==> config.mk <==
export PLATFORM = sky130hd
export DESIGN_NAME = btb_update_unit
export DESIGN_NICKNAME = d
export VERILOG_FILES = /design/src/rtl/btb_pkg.sv /design/src/rtl/btb_way.sv /design/src/rtl/btb_update_unit.sv
export SDC_FILE = /design/constraint.sdc
export NUM_CORES = 1
export LEC_CHECK = 0
export ABC_AREA = 0
export ABC_CLOCK_PERIOD_IN_PS = 6150
export CORE_MARGIN = 4
export CORE_UTILIZATION = 35
export CTS_BUF_LIST = sky130_fd_sc_hd__clkbuf_4
export CTS_CLUSTER_DIAMETER = 60
export DETAILED_ROUTE_END_ITERATION = 16
export PLACE_DENSITY_LB_ADDON = 0.2
export SYNTH_ARGS = -nofsm -noshare
export SYNTH_HDL_FRONTEND = slang
export SYNTH_SLANG_ARGS = --single-unit
export TNS_END_PERCENT = 30
==> constraint.sdc <==
create_clock -name clk -period 6.15 [get_ports clk]
set_input_delay 1.845 -clock clk [delete_from_list [all_inputs] [get_ports clk]]
set_output_delay 1.845 -clock clk [all_outputs]
set_load 0.03 [all_outputs]
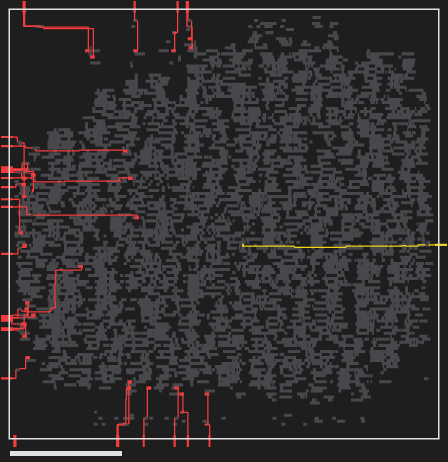
**Above:** port wiring.
Bar = 100 um.
legend:
  upd_pc:
    colour: red
    bits: 32
    direction: input
    end_cells: 30
    buffers: 30
    wire: 1440 um
  upd_ready:
    colour: yellow
    bits: 1
    direction: output
    end_cells: 1
    buffers: 1
    wire: 176 um
Port Buf Inserts: 137
I/O pin count: 142

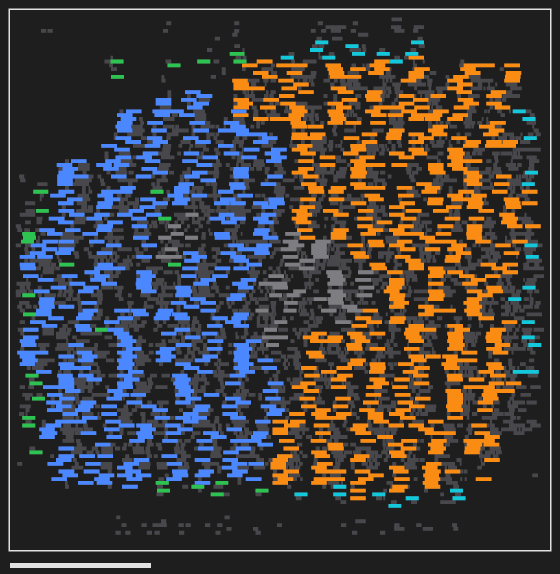
**Above:** sequential cells coloured by netlist name.
Bar = 100 um. Other sequential cells in the stronger grey, the rest of the logic in the fainter grey.
legend:
  target_q:
    colour: cyan
    flops: 32
  pc_q:
    colour: green
    flops: 30
  g_way.u_way.target_mem:
    colour: orange
    flops: 512
  g_way.u_way.tag_mem:
    colour: blue
    flops: 432
not coloured: 53
power consumed by sequential cells: 9.26 mW
Post-Route Utilization: 0.431
Sequential cell area: 31400 sq um
flop share of the area: 0.521

==> impl_metrics.csv <==
group,metric,value,unit
routing,drt-vias-per-instance,5.88,
routing,post_drt_wl_per_cell,31.4,um
synth,synth_seq_share,0.636,
placement,place_area,55000,sq um
timing,setup_violations,35,
floorplanning,die_area,147000,sq um
placement,place_congestion,0.813,
setup_path,critPathCaptureType,"output pin",
timing,clock_skew,87.0,ps
synth,yosys-stat-cells,2918,
routing,drt_iter0_drc,3291,
clocking,cts_buffers,302,
clocking,cts.htree.levels,5,
clocking,clock_sinks,1059,
timing,rsz0062_at_grt,"yes",
timing,fin_ws,-610,ps
clocking,worst_setup_hold_path_clk_slew,60,ps
power,share_clk_of_total_power,0.308,
outcome,failed_checks,"setup timing",
setup_path,worstRegToRegCells,9,
power,power.internal,14.1,mW
floorplanning,floorplan.core_area,140000,sq um
routing,drtAntennaViolNets,0,
finish,final_net_count,3545,
outcome,run_status,"complete, but fails checks",
floorplanning,die_height,383,um
synth,synth-edff-count,976,
routing,detail_route.first_pass.iterations,5,
-- per-stage QoR --
step / setup TNS (ps) / setup slack, ps / cells / util / total power [mW]
after floorplan: -176350 / -676 / 2918 / - / 12.2
after global placement: -33440 / -1080 / 4955 / 0.393 / 14.3
after detailed placement: -33510 / -1060 / 4955 / 0.393 / 14.4
after CTS: -19800 / -617 / 5516 / 0.430 / 20.9
after global routing: -23280 / -743 / 5529 / 0.431 / 21.6
final: -19460 / -610 / 5530 / 0.431 / 20.7
-- power by group through the flow --
stage	Clock [mW]	Combinational [mW]	Sequential (mW)
floorplan	0	3.03	9.13
global placement	0	4.89	9.37
detailed placement	0	4.96	9.41
CTS	6.57	5.06	9.26
global route	6.98	5.33	9.31
finish	6.38	5.09	9.26
-- placed cells by master (no fill, tap or decap), types with 18 or more instances in the layout --
cell type        instances
o21ai_4                 19
a221oi_1                63
mux2i_1                231
o21ai_0                 75
edfxtp_1               976
xor2_1                  29
buf_6                   19
mux2_2                 157
a22o_1                  24
a221o_1                 18
dfrtp_1                 79
nand2_1                137
clkdlybuf4s50_1         98
a21oi_1                 81
clkinv_2                18
mux4_2                 303
buf_12                  90
clkbuf_4               425
a22oi_1                 79
clkinv_1                54
buf_4                  220
nor2_1                  70
xnor2_1                 65
-- area by class of cell --
type	count	area (sq um)	area share
flip-flops and latches	1059	31400	0.521
multi-input cells	1635	17800	0.295
repair buffers	443	5010	0.0832
clock buffers	425	3190	0.0530
well taps	1876	2350	0.0390
clock inverters	82	487	0.00808
diodes	7	17.5	0.000291
inverters	3	12.5	0.000208
-- per-layer routing --
layer	track usage	share of wire	up-vias
li1	-	-	13300
met1	0.312	0.41	17200
met2	0.382	0.48	1746
met3	0.0454	0.080	327
met4	0.0861	0.031	0
met5	0	0	-
-- synth_stat cells (34+ instances only) --
library cell / count
mux2_2: 157
a22oi_1: 79
o21ai_1: 34
mux4_2: 303
xnor2_1: 80
edfxtp_1: 976
dfrtp_1: 83
mux2i_1: 248
a221oi_1: 63
nand2_1: 145
or4_1: 34
buf_2: 63
o21ai_0: 75
a21oi_1: 81
nor2_1: 88
clkbuf_1: 115
-- logic make-up after synthesis --
group / share of synthesized area
XOR/XNOR: 0.0194
flip-flops: 0.636
AND/OR/NAND/NOR: 0.0361
AND-OR/OR-AND: 0.0627
buffers and inverters: 0.0210
multiplexers: 0.225
-- worst max-delay path, cell delays in order --
cell and delay (ps):
buf_16 140, buf_6 120, mux4_2 530, mux2i_4 210
xnor2_2 130, nor4_2 310, buf_4 200, nand4_4 110
buf_12 200, buf_12 160, or4_1 510, o21ai_1 140
buf_4 160, buf_12 120
-- repair_timing --
action | CTS | global route
setup buffers | 51 | 6
pin swaps | 47 | 26
setup endpoints to repair | 35 | 35
resized | 162 | 23
gates cloned | 5 | 1
No activity file was given, so power comes from the tool's default toggle rates.
